<file path="config.mk">
export PLATFORM = sky130hd
export DESIGN_NAME = uart_frame_loader
export DESIGN_NICKNAME = d
export VERILOG_FILES = /design/src/rtl/uart_frame_loader.sv
export SDC_FILE = /design/constraint.sdc
export NUM_CORES = 1
export LEC_CHECK = 0
export ABC_CLOCK_PERIOD_IN_PS = 1790
export CORE_MARGIN = 5
export CORE_UTILIZATION = 50
export CTS_CLUSTER_DIAMETER = 150
export DETAILED_ROUTE_END_ITERATION = 7
export PLACE_DENSITY = 0.7
export REMOVE_ABC_BUFFERS = 1
export SLEW_MARGIN = 20
export SYNTH_ARGS = -nofsm -noshare
export SYNTH_HDL_FRONTEND = slang
export SYNTH_SLANG_ARGS = --single-unit
export TNS_END_PERCENT = 100
</file>
<file path="constraint.sdc">
create_clock -name clock_12mhz -period 1.79 [get_ports clock_12mhz]
set_input_delay 0.179 -clock clock_12mhz [delete_from_list [all_inputs] [get_ports clock_12mhz]]
set_output_delay 0.179 -clock clock_12mhz [all_outputs]
set_load 0.005 [all_outputs]
</file>
<file path="src/rtl/uart_frame_loader.sv">
// UART (8N1) frame receiver that streams checksummed LED frames into the LED memory write port.
// Frame: SYNC, LEN_HI, LEN_LO, N = {LEN_HI[0], LEN_LO} + 1 data bytes, XOR checksum.
module uart_frame_loader #(
    parameter int          CLKS_PER_BIT = 104,
    parameter logic [7:0]  SYNC_BYTE    = 8'hA5,
    parameter int          TIMEOUT_CLKS = 12000
) (
    input  logic       clock_12mhz,
    input  logic       reset,
    input  logic       rx,
    output logic       write_enable,
    output logic [8:0] write_address,
    output logic [7:0] write_data,
    output logic       frame_done,
    output logic       frame_error,
    output logic       busy
);

    localparam int BIT_W = $clog2(CLKS_PER_BIT + 1);
    localparam int TO_W  = $clog2(TIMEOUT_CLKS + 1);
    localparam logic [BIT_W-1:0] BIT_LAST  = BIT_W'(CLKS_PER_BIT - 1);
    localparam logic [BIT_W-1:0] HALF_LAST = BIT_W'(CLKS_PER_BIT / 2 - 1);
    localparam logic [TO_W-1:0]  TO_LIMIT  = TO_W'(TIMEOUT_CLKS);

    typedef enum logic [1:0] {RX_IDLE, RX_START, RX_DATA, RX_STOP} rx_state_t;
    typedef enum logic [2:0] {P_HUNT, P_LEN_HI, P_LEN_LO, P_DATA, P_CHECK} parse_state_t;

    logic             rx_meta, rx_sync;
    rx_state_t        rx_state, rx_next;
    logic [BIT_W-1:0] bit_cnt;
    logic [2:0]       bit_idx;
    logic [7:0]       rx_byte;
    logic             half_tick, bit_tick;
    logic             byte_valid, byte_error;

    parse_state_t     p_state, p_next;
    logic             len_hi_bit;
    logic [8:0]       last_addr;
    logic [8:0]       addr;
    logic [7:0]       chk;
    logic [TO_W-1:0]  to_cnt;
    logic             timeout_hit, do_write, do_done, do_error;

    // rx is asynchronous; idle level is high so the synchronizer resets to 1
    always_ff @(posedge clock_12mhz) begin
        if (reset) {rx_meta, rx_sync} <= 2'b11;
        else       {rx_meta, rx_sync} <= {rx, rx_meta};
    end

    always_ff @(posedge clock_12mhz) begin
        if (reset) rx_state <= RX_IDLE;
        else       rx_state <= rx_next;
    end

    always_comb begin
        rx_next   = rx_state;
        half_tick = 1'b0;
        bit_tick  = 1'b0;
        case (rx_state)
            RX_IDLE:  if (!rx_sync) rx_next = RX_START;
            RX_START: begin
                half_tick = (bit_cnt == HALF_LAST);
                if (half_tick) rx_next = rx_sync ? RX_IDLE : RX_DATA;
            end
            RX_DATA: begin
                bit_tick = (bit_cnt == BIT_LAST);
                if (bit_tick && bit_idx == 3'd7) rx_next = RX_STOP;
            end
            RX_STOP: begin
                bit_tick = (bit_cnt == BIT_LAST);
                if (bit_tick) rx_next = RX_IDLE;
            end
            default: rx_next = RX_IDLE;
        endcase
    end

    // Bit timing restarts at mid start bit, so every later sample lands mid-bit
    always_ff @(posedge clock_12mhz) begin
        if (reset) begin
            bit_cnt    <= '0;
            bit_idx    <= '0;
            rx_byte    <= '0;
            byte_valid <= 1'b0;
            byte_error <= 1'b0;
        end else begin
            byte_valid <= 1'b0;
            byte_error <= 1'b0;
            if (rx_state == RX_IDLE || half_tick || bit_tick) bit_cnt <= '0;
            else                                              bit_cnt <= bit_cnt + BIT_W'(1);
            if (half_tick) bit_idx <= '0;
            if (rx_state == RX_DATA && bit_tick) begin
                rx_byte <= {rx_sync, rx_byte[7:1]};
                bit_idx <= bit_idx + 3'd1;
            end
            if (rx_state == RX_STOP && bit_tick) begin
                byte_valid <= rx_sync;
                byte_error <= !rx_sync;
            end
        end
    end

    always_ff @(posedge clock_12mhz) begin
        if (reset) p_state <= P_HUNT;
        else       p_state <= p_next;
    end

    // A byte_valid in the timeout cycle takes priority and suppresses the abort
    always_comb begin
        p_next      = p_state;
        do_write    = 1'b0;
        do_done     = 1'b0;
        do_error    = 1'b0;
        timeout_hit = (p_state != P_HUNT) && (to_cnt == TO_LIMIT) && !byte_valid;
        if (p_state != P_HUNT && (byte_error || timeout_hit)) begin
            do_error = 1'b1;
            p_next   = P_HUNT;
        end else if (byte_valid) begin
            case (p_state)
                P_HUNT:   if (rx_byte == SYNC_BYTE) p_next = P_LEN_HI;
                P_LEN_HI: p_next = P_LEN_LO;
                P_LEN_LO: p_next = P_DATA;
                P_DATA: begin
                    do_write = 1'b1;
                    if (addr == last_addr) p_next = P_CHECK;
                end
                P_CHECK: begin
                    if (rx_byte == chk) do_done  = 1'b1;
                    else                do_error = 1'b1;
                    p_next = P_HUNT;
                end
                default: p_next = P_HUNT;
            endcase
        end
    end

    always_ff @(posedge clock_12mhz) begin
        if (reset) begin
            write_enable  <= 1'b0;
            write_address <= '0;
            write_data    <= '0;
            frame_done    <= 1'b0;
            frame_error   <= 1'b0;
            len_hi_bit    <= 1'b0;
            last_addr     <= '0;
            addr          <= '0;
            chk           <= '0;
            to_cnt        <= '0;
        end else begin
            write_enable <= do_write;
            frame_done   <= do_done;
            frame_error  <= do_error;
            if (byte_valid && p_state == P_LEN_HI) len_hi_bit <= rx_byte[0];
            if (byte_valid && p_state == P_LEN_LO) begin
                last_addr <= {len_hi_bit, rx_byte};
                addr      <= '0;
                chk       <= '0;
            end
            if (do_write) begin
                write_address <= addr;
                write_data    <= rx_byte;
                addr          <= addr + 9'd1;
                chk           <= chk ^ rx_byte;
            end
            if (p_state == P_HUNT || byte_valid) to_cnt <= '0;
            else if (to_cnt != TO_LIMIT)         to_cnt <= to_cnt + TO_W'(1);
        end
    end

    assign busy = (p_state != P_HUNT);

endmodule

</file>
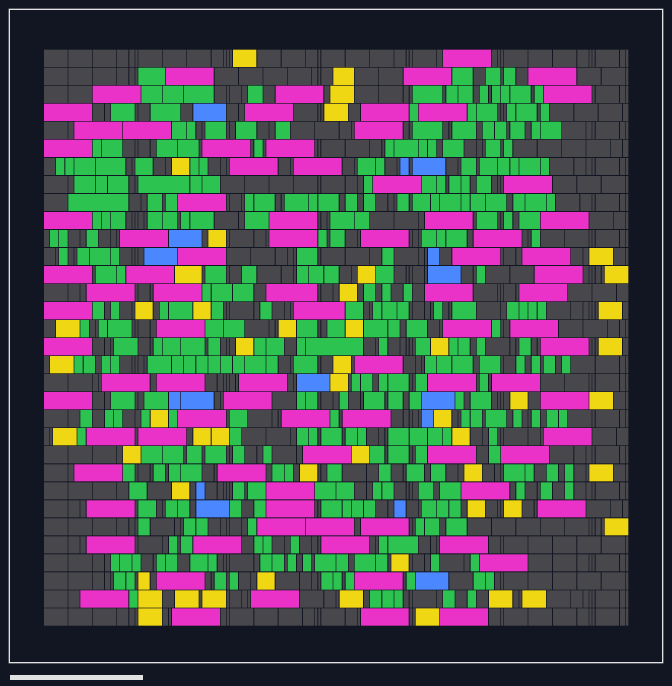
Figure 1: run 1, placed cells, one colour a class.
Bar = 20 µm. Fill, decap, tap and diode cells in grey.
green -> combinational and other logic  # cells 339
blue -> clock drivers and dummy loads  # cells 16
magenta -> flops  # cells 88
yellow -> other buffers and delay cells  # cells 51
Non-Filler Cell Area, Final: 4530 µm²
core box area: 7690 µm²
sequential cell area share: 39.0%

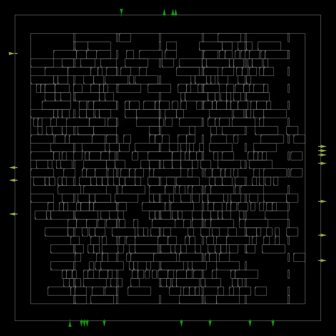
Figure 2: run 1, cell placement.
total number of sequential cells: 88
filler-free cell count of the finished design: 596
Rows: 32
Tap Cells: 102
fill count: 704

==> flow_summary_export.csv, run 1 <==
group,metric,value,unit
global_routing,antenna_found_initial,0,
worst_setup_path,reg2reg_setup_slack,70,ps
worst_setup_path,critPathLaunch,"bit_cnt[0]",
floorplanning,initial_core_util,50.8,%
worst_setup_path,timing.rr.start,"bit_cnt[0]",
timing,hold_slack,199,ps
power_and_ir_drop,power.density_cell_area,710,nW/µm²
routing,met2RoutedLength,3770,µm
clocking,cts_hold_buffers,0,
clocking,clk_pin_slew_worst_paths,80,ps
power_and_ir_drop,p_sw,705,µW
placement,post-place-cells,579,
power_and_ir_drop,power-top-group,"registers",
routing,via_count,3229,
global_routing,global_route.usage.met1,22.5,%
worst_setup_path,depth_of_the_most_critical_reg_to_reg_path,6,
clocking,clk_root_buffer_cell,"clkbuf_8",
cells_and_area,fin_nets,498,
placement,buffer_ports.inserted,23,
global_routing,met3_usage,3.18,%
outcome,status,"finished clean",
yosys,postSynth.asyncResetShare,0,%
placement,gp_congestion,0.778,
timing,worst_clock_skew,11.4,ps
yosys,synthTopLogicFamily,"simple AND/OR/NAND/NOR gates",
yosys,synth-cells-yosys,460,
power_and_ir_drop,static-leakage-power,0.00167,µW
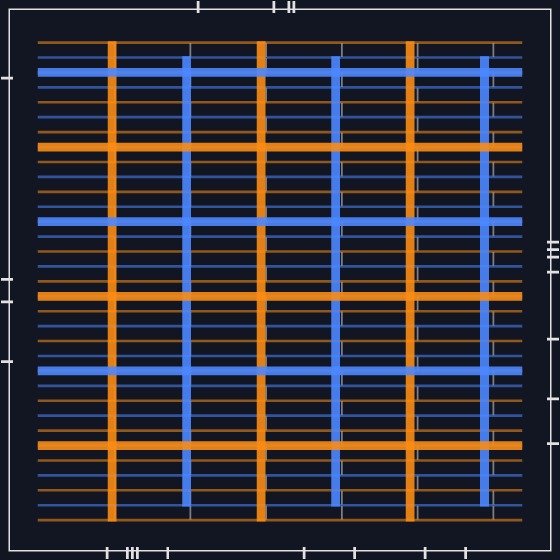
Figure 3: run 1, supply network.
Pins as bars on the die edge. Tap cells in grey.
orange -> VSS
blue -> VDD
rows = 32
met4 straps = 6
Peak supply drop: 0.537 mV
vertical die size: 98.4 µm
Die Width: 98.4 µm

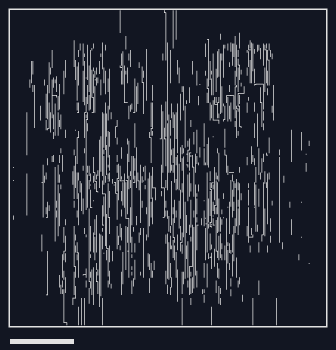
Figure 4: run 1, signal wires on met2.
Bar = 20 µm.
main direction = vertical
wire length on this layer = 3770 µm

## run 1: through the flow
stage	area, µm²	TNS [ps]	worst slack, ps
after global placement	4330	0	149
after floorplan	3760	-15830	-790
after detailed placement	4330	0	126
after CTS	4500	0	60.0
final	4530	0	69.4
after global routing	4530	-47.7	-26.7
## run 1: cell type report
cell class | count | area, µm²
Sequential cell | 88 | 1760
Multi-Input combinational cell | 330 | 2000
Timing Repair Buffer | 51 | 438
Clock inverter | 4 | 20.0
Clock buffer | 12 | 145
Tap cell | 102 | 128
Fill cell | 704 | 3160
Inverter | 9 | 33.8
## run 1: worst max-delay path: cells and delay by family, from the launching register on
kind                     cells  cell delay (ps)
AND/OR/NAND/NOR              3              600
flip-flops                   1              410
multiplexers                 1              210
buffers and inverters        1              200
adder cells (fa/ha/maj)      1              180
## Run 2: what changed since run 1
--- a/config.mk
+++ b/config.mk
@@ -6,7 +6,8 @@
 export NUM_CORES = 1
 export LEC_CHECK = 0
 export ABC_CLOCK_PERIOD_IN_PS = 1790
-export CORE_MARGIN = 5
+export CAP_MARGIN = 20
+export CORE_MARGIN = 8
 export CORE_UTILIZATION = 50
 export CTS_CLUSTER_DIAMETER = 150
 export DETAILED_ROUTE_END_ITERATION = 7
==> flow_summary_export.csv, run 2 <==
group,metric,value,unit
routing,via_count,3246,
worst_setup_path,timing.critical_path.buf_inv,2,
outcome,status,"finished clean",
floorplanning,die-width,104,µm
cells_and_area,seqCellArea,1770,µm²
global_routing,global_route.usage.met1,19.0,%
clocking,clk_pin_slew_worst_paths,90,ps
placement,buffer_ports.inserted,23,
cells_and_area,combAreaFraction,43.3,%
cells_and_area,dominant_cells,"logic gates",
power_and_ir_drop,power.density_cell_area,788,nW/µm²
worst_setup_path,worst-path-stages,3,
timing,post-route-worst-setup-slack,72.2,ps
worst_setup_path,critPathLaunch,"p_state[1]",
global_routing,antenna_found_initial,0,
cells_and_area,finish.instance_area,4640,µm²
placement,gp_congestion,0.873,
power_and_ir_drop,static-leakage-power,0.00171,µW
placement,post-place-ws,131,ps
routing,met2RoutedLength,4020,µm
timing,worst_clock_skew,8.85,ps
clocking,cts_hold_buffers,0,
power_and_ir_drop,power-top-group,"registers",
## run 2: cell count changes in the layout (fill, tap and decap cells not counted), moves of 2 or more
cell | previous run | this run
clkinvlp_4 | 0 | 2
bufinv_16 | 0 | 3
clkbuf_1 | 2 | 0
clkinv_2 | 4 | 1
buf_4 | 27 | 30
## run 2: kinds of logic (layout without fill, tap and decap cells)
group | after synthesis | in the layout | share of synthesized area (%)
AND/OR/NAND/NOR | 196 | 196 | 25.3
buffers and inverters | 42 | 79 | 4.55
AND-OR/OR-AND | 85 | 85 | 13.1
adder cells (fa/ha/maj) | 6 | 6 | 1.92
flip-flops | 88 | 88 | 45.1
multiplexers | 11 | 11 | 2.85
XOR/XNOR | 32 | 32 | 7.17
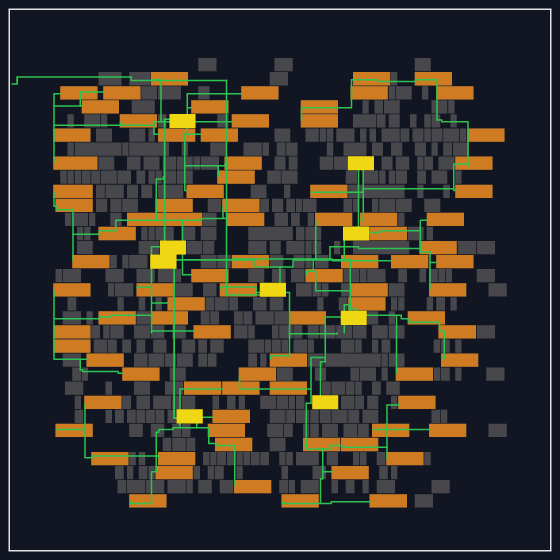
Figure 5: run 2, clock network drawn from the DEF.
orange -> flip-flops  # count 88
green -> clock wires  # length 1050 µm
yellow -> clock drivers  # count 9
routed clock nets = 10

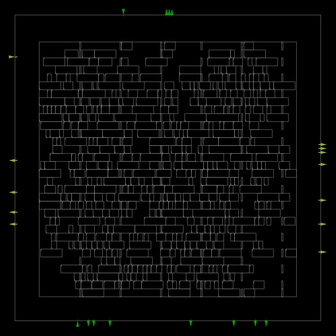
Figure 6: run 2, cell placement.
core box area: 7650 µm²
Post-Route Utilization: 60.6%
sequential cell area share: 38.1%
filler-free cell count of the finished design: 599
fill count: 677

Power figures rest on the tool's default switching activity, not on a simulated workload.
